===== config.mk =====
export PLATFORM = sky130hd
export DESIGN_NAME = noc_input_unit_flat
export DESIGN_NICKNAME = d
export VERILOG_FILES = /design/src/rtl/noc_input_unit_if.sv /design/src/rtl/noc_input_unit.sv /design/src/flat_wrapper.sv
export SDC_FILE = /design/constraint.sdc
export NUM_CORES = 1
export LEC_CHECK = 0
export ABC_CLOCK_PERIOD_IN_PS = 5800
export CORE_MARGIN = 4
export CORE_UTILIZATION = 30
export DETAILED_ROUTE_END_ITERATION = 12
export SYNTH_ARGS = -nofsm -noshare
export SYNTH_HDL_FRONTEND = slang
export SYNTH_SLANG_ARGS = --single-unit

===== constraint.sdc =====
create_clock -name clk -period 5.8 [get_ports clk]
set_clock_uncertainty 0.1 [all_clocks]
set_input_delay 0.58 -clock clk [delete_from_list [all_inputs] [get_ports clk]]
set_output_delay 0.58 -clock clk [all_outputs]
set_load 0.1 [all_outputs]

===== src/rtl/noc_input_unit_if.sv =====
// noc_input_unit_if: flit types and the handshake bundle between a router input port and its neighbours
package noc;
    typedef logic [4:0] direction_t;
    localparam direction_t GO_LOCAL = 5'b00001;
    localparam direction_t GO_NORTH = 5'b00010;
    localparam direction_t GO_EAST  = 5'b00100;
    localparam direction_t GO_SOUTH = 5'b01000;
    localparam direction_t GO_WEST  = 5'b10000;
    typedef struct packed {
        logic [3:0] x;
        logic [3:0] y;
    } xy_t;
    typedef struct packed {
        logic       head;
        logic       tail;
        xy_t        destination;
        direction_t routing;
        logic [31:0] payload;
    } flit_t;
endpackage

interface noc_input_unit_if;
    import noc::*;
    flit_t      data_in;
    logic       data_void_in;
    logic       stop_out;
    xy_t        la_destination;
    direction_t la_current_routing;
    direction_t la_next_routing;
    direction_t req_out;
    logic       gnt_in;
    flit_t      data_out;
    logic       data_void_out;
    modport slave (
        input  data_in, data_void_in, la_next_routing, gnt_in,
        output stop_out, la_destination, la_current_routing, req_out, data_out, data_void_out
    );
    modport master (
        output data_in, data_void_in, la_next_routing, gnt_in,
        input  stop_out, la_destination, la_current_routing, req_out, data_out, data_void_out
    );
endinterface


===== src/rtl/noc_input_unit.sv =====
// noc_input_unit: wormhole input port with flit FIFO, lookahead routing rewrite and locked switch request; NOC_INPUT_UNIT_PERF_EN adds packet/stall counters
module noc_input_unit
    import noc::*;
#(
    parameter int Depth   = 4,
    parameter int PortIdx = 0
) (
    input  logic        clk,
    input  logic        rst,
    noc_input_unit_if.slave bus
`ifdef NOC_INPUT_UNIT_PERF_EN
    ,
    output logic [31:0] pkt_count,
    output logic [31:0] stall_count
`endif
);
    localparam int PW = (Depth > 1) ? $clog2(Depth) : 1;
    localparam int CW = $clog2(Depth + 1);
    localparam direction_t PortDir = direction_t'(5'b1 << PortIdx);

    typedef enum logic [1:0] {IDLE, HEAD, BODY} state_t;

    flit_t          mem [Depth];
    logic [PW-1:0]  wr_ptr, rd_ptr;
    logic [CW-1:0]  count;
    state_t         state, cur;
    direction_t     lock, req;
    flit_t          front, popped;
    logic           empty, full, legal, push, pop;

    // A head reaching the front of an idle port is acted on in the same cycle
    always_comb begin
        empty  = count == '0;
        full   = count == CW'(Depth);
        front  = mem[rd_ptr];
        cur    = (state == IDLE && !empty && front.head) ? HEAD : state;
        legal  = $onehot(front.routing) && front.routing != PortDir;
        req    = (cur == HEAD && !empty && legal) ? front.routing :
                 (cur == BODY && !empty) ? lock : '0;
        pop    = bus.gnt_in && req != '0;
        push   = !bus.data_void_in && !full;
        popped = front;
        popped.routing = front.head ? bus.la_next_routing : front.routing;
    end

    assign bus.stop_out           = full;
    assign bus.la_destination     = front.destination;
    assign bus.la_current_routing = front.routing;
    assign bus.req_out            = req;

    // Flit storage; contents are meaningless while the count says empty
    always_ff @(posedge clk) begin
        if (push) mem[wr_ptr] <= bus.data_in;
    end

    // Pointers, occupancy, packet FSM, request lock and the output register
    always_ff @(posedge clk or negedge rst) begin
        if (!rst) begin
            wr_ptr        <= '0;
            rd_ptr        <= '0;
            count         <= '0;
            state         <= IDLE;
            lock          <= '0;
            data_reset();
        end else begin
            if (push) wr_ptr <= (wr_ptr == PW'(Depth - 1)) ? '0 : wr_ptr + 1'b1;
            if (pop) rd_ptr <= (rd_ptr == PW'(Depth - 1)) ? '0 : rd_ptr + 1'b1;
            count <= count + CW'(push) - CW'(pop);
            state <= (cur == HEAD) ? (pop ? (front.tail ? IDLE : BODY) : HEAD) :
                     (cur == BODY) ? ((pop && front.tail) ? IDLE : BODY) : IDLE;
            if (pop) lock <= front.tail ? '0 : (cur == HEAD ? req : lock);
            bus.data_void_out <= !pop;
            if (pop) bus.data_out <= popped;
        end
    end

    task automatic data_reset();
        bus.data_out      <= '0;
        bus.data_void_out <= 1'b1;
    endtask

`ifdef NOC_INPUT_UNIT_PERF_EN
    // Delivered packets and cycles spent requesting without a grant
    always_ff @(posedge clk or negedge rst) begin
        if (!rst) begin
            pkt_count   <= '0;
            stall_count <= '0;
        end else begin
            if (pop && front.tail) pkt_count <= pkt_count + 1'b1;
            if (req != '0 && !bus.gnt_in) stall_count <= stall_count + 1'b1;
        end
    end
`endif

`ifndef SYNTHESIS
    a_overflow: assert property (@(posedge clk) disable iff (!rst) !(full && !bus.data_void_in))
        else $warning("noc_input_unit: write while full, flit dropped");
    a_bad_head: assert property (@(posedge clk) disable iff (!rst) !(cur == HEAD && !empty && !legal))
        else $warning("noc_input_unit: head routing not one-hot or U-turn, port stalled");
    a_orphan: assert property (@(posedge clk) disable iff (!rst) !(cur == IDLE && !empty))
        else $warning("noc_input_unit: non-head flit at front while idle, held");
`endif
endmodule


===== src/flat_wrapper.sv =====
// flat-port wrapper written by rule: the top's interface ports become plain ports
module noc_input_unit_flat import noc::*;
#(
    parameter int Depth   = 4,
    parameter int PortIdx = 0
)
  (clk, rst, bus_data_in, bus_data_void_in, bus_la_next_routing, bus_gnt_in, bus_stop_out, bus_la_destination, bus_la_current_routing, bus_req_out, bus_data_out, bus_data_void_out);
  noc_input_unit_if bus_i ();
  input  logic clk;
  input  logic rst;
  input wire logic [$bits(bus_i.data_in)-1:0] bus_data_in;
  input wire logic [$bits(bus_i.data_void_in)-1:0] bus_data_void_in;
  input wire logic [$bits(bus_i.la_next_routing)-1:0] bus_la_next_routing;
  input wire logic [$bits(bus_i.gnt_in)-1:0] bus_gnt_in;
  output wire logic [$bits(bus_i.stop_out)-1:0] bus_stop_out;
  output wire logic [$bits(bus_i.la_destination)-1:0] bus_la_destination;
  output wire logic [$bits(bus_i.la_current_routing)-1:0] bus_la_current_routing;
  output wire logic [$bits(bus_i.req_out)-1:0] bus_req_out;
  output wire logic [$bits(bus_i.data_out)-1:0] bus_data_out;
  output wire logic [$bits(bus_i.data_void_out)-1:0] bus_data_void_out;
  assign bus_i.data_in = bus_data_in;
  assign bus_i.data_void_in = bus_data_void_in;
  assign bus_i.la_next_routing = bus_la_next_routing;
  assign bus_i.gnt_in = bus_gnt_in;
  assign bus_stop_out = bus_i.stop_out;
  assign bus_la_destination = bus_i.la_destination;
  assign bus_la_current_routing = bus_i.la_current_routing;
  assign bus_req_out = bus_i.req_out;
  assign bus_data_out = bus_i.data_out;
  assign bus_data_void_out = bus_i.data_void_out;
  noc_input_unit #(.Depth(Depth), .PortIdx(PortIdx)) u_core (.clk(clk), .rst(rst), .bus(bus_i));
endmodule

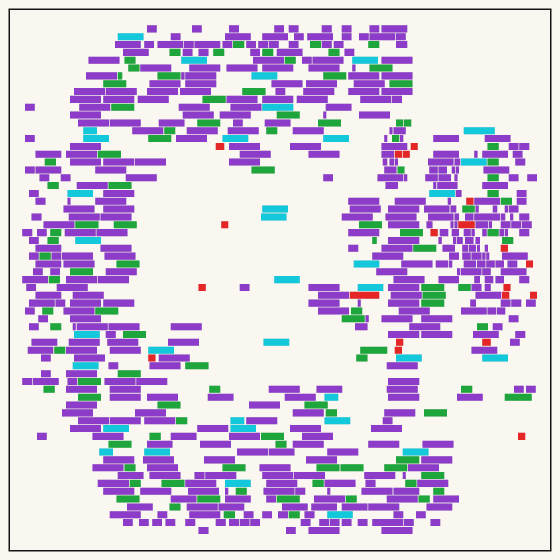
(images/sizing.png)
legend:
  x3 and x4:
    color: red
    cells: 20
    share: 3.3%
    most_used: buf_4
  x1 and smaller:
    color: purple
    cells: 451
    share: 74%
    most_used: edfxtp_1
  x2:
    color: green
    cells: 106
    share: 17%
    most_used: mux2_2
  x6 and larger:
    color: cyan
    cells: 35
    share: 5.7%
    most_used: clkbuf_16

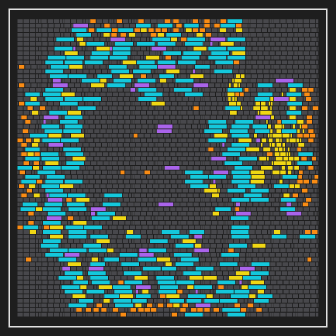
(images/class_map.png)
Fill, decap, tap and diode cells in gray.
legend:
  clock drivers and dummy loads:
    color: purple
    cells: 51
  remaining logic cells:
    color: yellow
    cells: 182
  remaining buffers and delay cells:
    color: orange
    cells: 129
  registers:
    color: cyan
    cells: 250

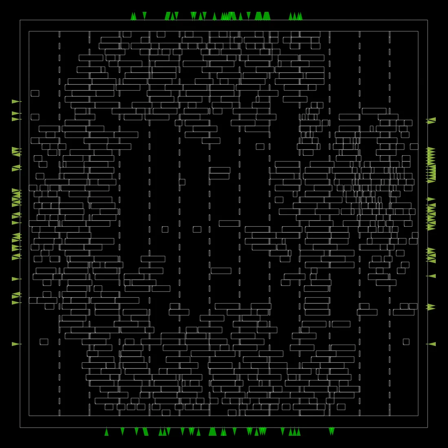
(images/placed.png)
Seq/total area: 59.3%
fill cell count: 2,873
Tapcells: 402
core area: 31,600 µm²

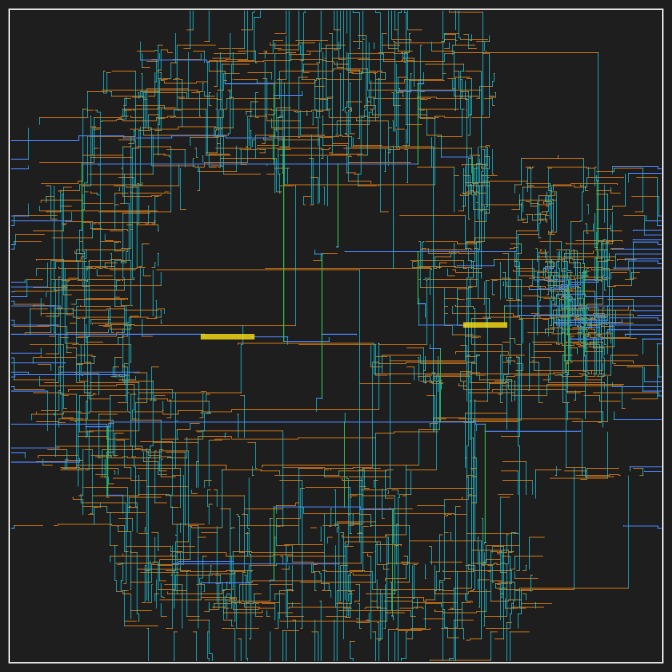
(images/layers.png)
legend:
  M2:
    color: cyan
    wire_length: 9,810 µm
  M5:
    color: yellow
    wire_length: 24.8 µm
  M1:
    color: orange
    wire_length: 7,980 µm
  M3:
    color: blue
    wire_length: 1,400 µm
  M4:
    color: green
    wire_length: 475 µm

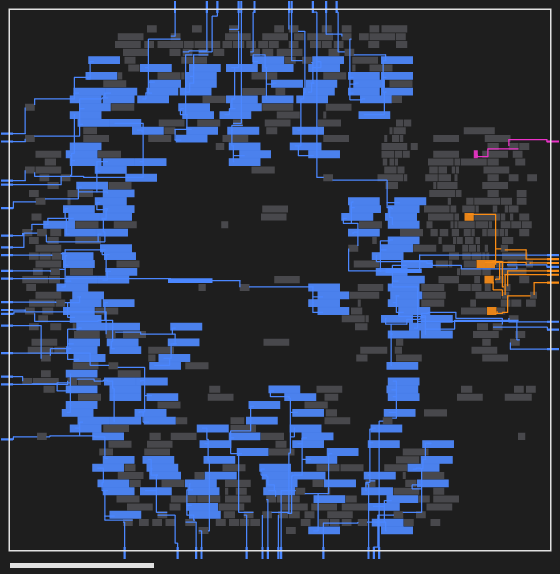
(images/port_trees.png)
Scale bar: 50 µm.
legend:
  bus_data_in:
    color: blue
    bits: 47
    direction: input
    edge: 18 west, 13 south, 11 north, 5 east
    end_cells: 188
    buffers: 47
    wire: 2,800 µm
  bus_req_out:
    color: orange
    bits: 5
    direction: output
    edge: east
    end_cells: 5
    buffers: 5
    wire: 168 µm
  bus_data_void_in:
    color: magenta
    bits: 1
    direction: input
    edge: east
    end_cells: 1
    buffers: 1
    wire: 34.6 µm

==> worst max-delay path: cells and delay by family (launching register included) <==
kind            cells  cell delay [ns]
mux                 1             0.67
flops               1             0.73
compound gates      2             0.41
simple gates        2             0.55
buf+inv             2             0.43
fa+ha+maj           3             1.15
==> power by group <==
part | internal (mW) | switching, mW
clock | 1.05 | 0.670
combinational | 0.213 | 0.476
sequential | 2.23 | 0.0594
==> routing by layer <==
layer,GRT usage [%],vias up,wire length [µm]
met5,0,-,24
met4,3.19,4,474
met3,3.32,45,1400
met2,19.3,145,9810
met1,13.8,2491,7980
li1,-,2078,-
==> registers in the layout (all words and copies together), names as in the netlist <==
signal,count
u_core.bus.data_out,47
u_core.bus.data_void_out,1
u_core.count,3
u_core.lock,5
u_core.mem,188
u_core.rd_ptr,2
u_core.state,2
u_core.wr_ptr,2
==> Slide: Implementation Results <==
Implementation Results

Run status
  • Status: completed

Timing
  • Unrepaired setup endpoints after global routing: no
  • Min setup slack post-route: 0.653 ns
  • TNS Setup: 0 ns

Finish
  • Post-route core utilization: 38.4%
  • Commonest non-fill, non-tap cell in the layout: edfxtp_1
  • Clock network area share: 7.61%
  • Comb area: 2200 µm²
  • Design area: 12,100 µm²
  • Nets@finish: 661

Clock network
  • Clock latency on the worst-skew pair: 0.52 ns

Critical path
  • Slowest-stage cell, CP: dfrtp_4
  • Critical Path End: bus_req_out[1]
  • Setup CP Type: flop to primary output

Logic synthesis
  • Seq/Total Area, Yosys: 74.5%
  • Post-synthesis area per instance: 20.9 µm²
  • Ys async rst share: 24.8%
  • Floorplan net count: 532

Flow run
  • Tool warnings: 31

Place
  • Placed Area: 11,200 µm²

Detailed routing
  • DRT iter0 DRCs: 185
  • Antenna violation net count after detailed routing: 0
  • Drt total wl: 19,700 µm

Global route
  • GR Util All Layers: 11.2%
Power figures rest on the tool's default switching activity, not on a simulated workload.
